### src/rtl/seg_capture_if.sv
// Bus between a seven-segment display driver and the seg_capture monitor.
// The driver side (master) owns the multiplexed display bus and err_clr;
// the monitor side (slave) returns the recovered digit state.
interface seg_capture_if #(
    parameter int DIGITS = 8
) ();
    localparam int IDXW = (DIGITS > 1) ? $clog2(DIGITS) : 1;

    // Display bus, active-low on both digit enables and segments
    logic [DIGITS-1:0]   an;
    logic [7:0]          seg;
    logic                err_clr;

    // Recovered display state
    logic [4*DIGITS-1:0] value;
    logic [DIGITS-1:0]   valid;
    logic [DIGITS-1:0]   blank;
    logic                err;
    logic                upd;
    logic [IDXW-1:0]     upd_idx;

    modport master (
        output an, seg, err_clr,
        input  value, valid, blank, err, upd, upd_idx
    );

    modport slave (
        input  an, seg, err_clr,
        output value, valid, blank, err, upd, upd_idx
    );
endinterface

### src/rtl/seg_capture.sv
// Seven-segment bus monitor: waits until {an, seg[7:1]} has been identical
// for STABLE consecutive samples, then decodes the segment pattern back to a
// hex nibble (or blank) and stores it for the selected digit. Malformed
// patterns and multiple simultaneous digit enables raise a sticky error.
module seg_capture #(
    parameter int DIGITS = 8,
    parameter int STABLE = 4
) (
    input  logic         clk,
    input  logic         rst,
    seg_capture_if.slave bus
);
    localparam int IDXW = (DIGITS > 1) ? $clog2(DIGITS) : 1;
    localparam int CNTW = $clog2(STABLE + 1);
    localparam int SW   = DIGITS + 7;

    typedef enum logic [1:0] {
        PAT_HEX,
        PAT_BLANK,
        PAT_BAD
    } pat_kind_e;

    typedef struct packed {
        pat_kind_e  kind;
        logic [3:0] nib;
    } pat_dec_t;

    // Segment pattern a..g (active-low) back to a nibble or a blank digit
    function automatic pat_dec_t decode(input logic [6:0] p);
        pat_dec_t d;
        d.kind = PAT_HEX;
        d.nib  = 4'h0;
        case (p)
            7'b0000001: d.nib = 4'h0;
            7'b1001111: d.nib = 4'h1;
            7'b0010010: d.nib = 4'h2;
            7'b0000110: d.nib = 4'h3;
            7'b1001100: d.nib = 4'h4;
            7'b0100100: d.nib = 4'h5;
            7'b0100000: d.nib = 4'h6;
            7'b0001111: d.nib = 4'h7;
            7'b0000000: d.nib = 4'h8;
            7'b0000100: d.nib = 4'h9;
            7'b0001000: d.nib = 4'hA;
            7'b1100000: d.nib = 4'hB;
            7'b0110001: d.nib = 4'hC;
            7'b1000010: d.nib = 4'hD;
            7'b0110000: d.nib = 4'hE;
            7'b0111000: d.nib = 4'hF;
            7'b1111111: d.kind = PAT_BLANK;
            default:    d.kind = PAT_BAD;
        endcase
        return d;
    endfunction

    // Sampler state
    logic [SW-1:0]       s_q, s_d;
    logic [CNTW-1:0]     cnt_q, cnt_d;

    // Recovered display state
    logic [4*DIGITS-1:0] value_q, value_d;
    logic [DIGITS-1:0]   valid_q, valid_d;
    logic [DIGITS-1:0]   blank_q, blank_d;
    logic                err_q, err_d;
    logic                upd_q, upd_d;
    logic [IDXW-1:0]     upd_idx_q, upd_idx_d;

    // Input classification
    logic [DIGITS-1:0]   an_low;
    logic                one_cold;
    logic                multi_low;
    logic [SW-1:0]       sample;
    logic                same;
    logic                commit;
    logic [IDXW-1:0]     idx;
    pat_dec_t            dec;

    // The decimal point never takes part in capture or stability
    logic                unused_dp;
    assign unused_dp = bus.seg[0];

    assign an_low    = ~bus.an;
    assign one_cold  = (an_low != '0) && ((an_low & (an_low - DIGITS'(1))) == '0);
    assign multi_low = (an_low != '0) && !one_cold;
    assign sample    = {bus.an, bus.seg[7:1]};
    assign same      = (sample == s_q);
    assign dec       = decode(bus.seg[7:1]);

    // Commit fires exactly once per run: cnt passes through STABLE-1 only once
    assign commit    = one_cold && same && (cnt_q == CNTW'(STABLE - 1));

    // Position of the single low digit enable
    always_comb begin
        idx = '0;
        for (int i = 0; i < DIGITS; i++) begin
            if (an_low[i]) begin
                idx = IDXW'(i);
            end
        end
    end

    // Stability counter: restart on change, hold at zero on idle/illegal enables
    always_comb begin
        // NOTE: every output of a combinational block gets a default first, so no path leaves it unassigned and no latch is inferred.
        s_d   = sample;
        cnt_d = cnt_q;
        if (!one_cold) begin
            cnt_d = '0;
        end else if (!same) begin
            cnt_d = CNTW'(1);
        end else if (cnt_q != CNTW'(STABLE)) begin
            cnt_d = cnt_q + CNTW'(1);
        end
    end

    // Commit action on the selected digit, update strobe and sticky error
    always_comb begin
        logic       err_set;
        logic [3:0] old_nib;

        value_d   = value_q;
        valid_d   = valid_q;
        blank_d   = blank_q;
        upd_d     = 1'b0;
        upd_idx_d = upd_idx_q;
        err_set   = multi_low;
        old_nib   = value_q[4*idx +: 4];

        if (commit) begin
            case (dec.kind)
                PAT_HEX: begin
                    value_d[4*idx +: 4] = dec.nib;
                    valid_d[idx]        = 1'b1;
                    blank_d[idx]        = 1'b0;
                    upd_d = !valid_q[idx] || blank_q[idx] || (old_nib != dec.nib);
                end
                PAT_BLANK: begin
                    valid_d[idx] = 1'b0;
                    blank_d[idx] = 1'b1;
                    upd_d = valid_q[idx] || !blank_q[idx];
                end
                default: begin
                    err_set = 1'b1;
                end
            endcase
        end

        if (upd_d) begin
            upd_idx_d = idx;
        end

        // A new error on this edge wins over a clear request
        if (err_set) begin
            err_d = 1'b1;
        end else if (bus.err_clr) begin
            err_d = 1'b0;
        end else begin
            err_d = err_q;
        end
    end

    // State registers with synchronous active-high reset
    always_ff @(posedge clk) begin
        // NOTE: sequential state uses non-blocking assignments so every register samples the pre-edge values regardless of statement order.
        if (rst) begin
            s_q       <= '1;
            cnt_q     <= '0;
            // NOTE: the per-digit store is reset like any other register because its reset contents (zero, invalid, blank) are visible on the outputs.
            value_q   <= '0;
            valid_q   <= '0;
            blank_q   <= '1;
            err_q     <= 1'b0;
            upd_q     <= 1'b0;
            upd_idx_q <= '0;
        end else begin
            s_q       <= s_d;
            cnt_q     <= cnt_d;
            value_q   <= value_d;
            valid_q   <= valid_d;
            blank_q   <= blank_d;
            err_q     <= err_d;
            upd_q     <= upd_d;
            upd_idx_q <= upd_idx_d;
        end
    end

    assign bus.value   = value_q;
    assign bus.valid   = valid_q;
    assign bus.blank   = blank_q;
    assign bus.err     = err_q;
    assign bus.upd     = upd_q;
    assign bus.upd_idx = upd_idx_q;
endmodule

### src/flat_wrapper.sv
// flat-port wrapper written by rule: the top's interface ports become plain ports
module seg_capture_flat 
#(
    parameter int DIGITS = 8,
    parameter int STABLE = 4
)
  (clk, rst, bus_an, bus_seg, bus_err_clr, bus_value, bus_valid, bus_blank, bus_err, bus_upd, bus_upd_idx);
  seg_capture_if #(.DIGITS(DIGITS)) bus_i ();
  input  logic clk;
  input  logic rst;
  input wire logic [$bits(bus_i.an)-1:0] bus_an;
  input wire logic [$bits(bus_i.seg)-1:0] bus_seg;
  input wire logic [$bits(bus_i.err_clr)-1:0] bus_err_clr;
  output wire logic [$bits(bus_i.value)-1:0] bus_value;
  output wire logic [$bits(bus_i.valid)-1:0] bus_valid;
  output wire logic [$bits(bus_i.blank)-1:0] bus_blank;
  output wire logic [$bits(bus_i.err)-1:0] bus_err;
  output wire logic [$bits(bus_i.upd)-1:0] bus_upd;
  output wire logic [$bits(bus_i.upd_idx)-1:0] bus_upd_idx;
  assign bus_i.an = bus_an;
  assign bus_i.seg = bus_seg;
  assign bus_i.err_clr = bus_err_clr;
  assign bus_value = bus_i.value;
  assign bus_valid = bus_i.valid;
  assign bus_blank = bus_i.blank;
  assign bus_err = bus_i.err;
  assign bus_upd = bus_i.upd;
  assign bus_upd_idx = bus_i.upd_idx;
  seg_capture #(.DIGITS(DIGITS), .STABLE(STABLE)) u_core (.clk(clk), .rst(rst), .bus(bus_i));
endmodule
### config.mk
export PLATFORM = sky130hd
export DESIGN_NAME = seg_capture_flat
export DESIGN_NICKNAME = d
export VERILOG_FILES = /design/src/rtl/seg_capture_if.sv /design/src/rtl/seg_capture.sv /design/src/flat_wrapper.sv
export SDC_FILE = /design/constraint.sdc
export NUM_CORES = 1
export LEC_CHECK = 0
export ABC_AREA = 1
export CORE_ASPECT_RATIO = 1.25
export CORE_MARGIN = 2
export CORE_UTILIZATION = 27
export DETAILED_ROUTE_END_ITERATION = 10
export SYNTH_ARGS = -nofsm -noshare
export SYNTH_HDL_FRONTEND = slang
export SYNTH_SLANG_ARGS = --single-unit
### constraint.sdc
create_clock -name clk -period 6.5 [get_ports clk]
set_input_delay 0.975 -clock clk [delete_from_list [all_inputs] [get_ports clk]]
set_output_delay 0.975 -clock clk [all_outputs]
set_load 0.03 [all_outputs]
### Pin placement

(3 px per µm) Pins as bars across the die edge, other pins in grey.
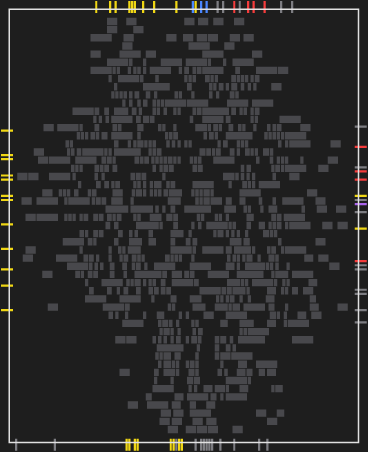
purple -> bus_err_clr  # pins 1, direction input, edge right
yellow -> bus_value  # pins 32, direction output, edge 12 left, 10 top, 8 bottom, 2 right
blue -> bus_upd_idx  # pins 3, direction output, edge top
red -> bus_blank  # pins 8, direction output, edge 4 top, 4 right
all pins by edge = 22 top, 21 bottom, 17 right, 12 left
Die Y-Extent: 144 µm
horizontal die dimension: 116 µm
input/output buffers: 70

### Signal wires on met2

(3 px per µm)
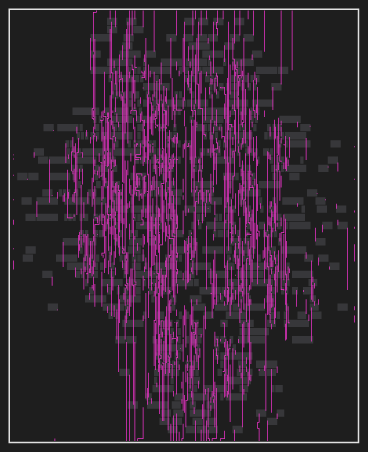
share of all routed wire = 50%
wire length on this layer = 6390 µm
main direction = vertical
longest straight run = 41.6 µm
nets with wire on the layer = 576
total via count after detailed routing: 4191
GR Util met2: 0.276

==> datasheet_impl.txt <==
Implementation parameters

Parameter                              Value

Layout
  Post-Route Utilization    0.348
  Count of non-filler cells in the finished layout    ~920
  Most frequent logic cell in the layout    sky130_fd_sc_hd__nand2_1
  Synthesis-to-finish area growth    27.1%
  Sequential cell area    around 0.0014 mm²
  Layout clock buffers    13
  Count of antenna diodes in the layout    0
  Fraction of final layout cells with drive strength greater than 1    0.0962

Setup path
  Worst R2R Path Depth    10
  Critical path buffer and inverter count    3
  Total number of cells along the worst setup path    10
  Ordered list of cells on the worst path    clkdlybuf4s50_1, nand2_1, nand2_4, inv_2, ha_1, clkinv_1, nor4_2, nand2_1, nor2_1, nor3_2
  Worst Setup SP    bus_an[7]
  Critical Setup Path Class    in -> reg
  Start of the worst register-to-register path    u_core.s_q[11]
  Worst path most repeated cell    sky130_fd_sc_hd__nand2_1

Yosys
  Post-synth ARST share    0
  Library cell with the largest summed area after synthesis    sky130_fd_sc_hd__dfxtp_1
  Yosys cell count    636
  Yosys xor share    0.0331
  Top cells, area    sky130_fd_sc_hd__dfxtp_1, sky130_fd_sc_hd__nand2_1, sky130_fd_sc_hd__nand3_1, sky130_fd_sc_hd__nor2_1, sky130_fd_sc_hd__inv_1
  Most common cell in the netlist    sky130_fd_sc_hd__nand2_1
  Top cells by instance count after synthesis    sky130_fd_sc_hd__nand2_1, sky130_fd_sc_hd__nor2_1, sky130_fd_sc_hd__dfxtp_1

Clock tree
  Root Buffer Master    sky130_fd_sc_hd__clkbuf_16
  Clock Path Buffers    2
  Inserted Clock Buffers    9
  Insertion delay at the late pin of the worst-skew pair    approximately 0.34 ns

Timing
  Worst path setup slack after routing    2.26 ns
  Post-layout period usage    0.653
  Period minus WS final    4.24 ns
  Actual slew at the worst max-slew pin    0.747 ns

Status
  Run status    completed

Die
  Floorplan-stage core utilization    0.274
  Tap Cells    ~210

GRT
  Number of global-route vias before repair    roughly 4k
  GR Layer Usage met3    0.0333
  Layer with the highest usage after global routing    met2

Pwr
  Switching share of power    0.263
  Combinational power    approximately 120 µW
  Leakage Power    0.00237 µW
  Cell area power density    between 150 and 200 mW/mm²

Min path
  Depth of the worst hold-timing path    2

Place
  Final Wtd Congestion    ~0.87
  Cell area reported after detailed placement    slightly above 0.005 mm²

Run
  Log Warnings    30

Detailed routing
  Initial DRC count    245
Power figures rest on the tool's default switching activity, not on a simulated workload.
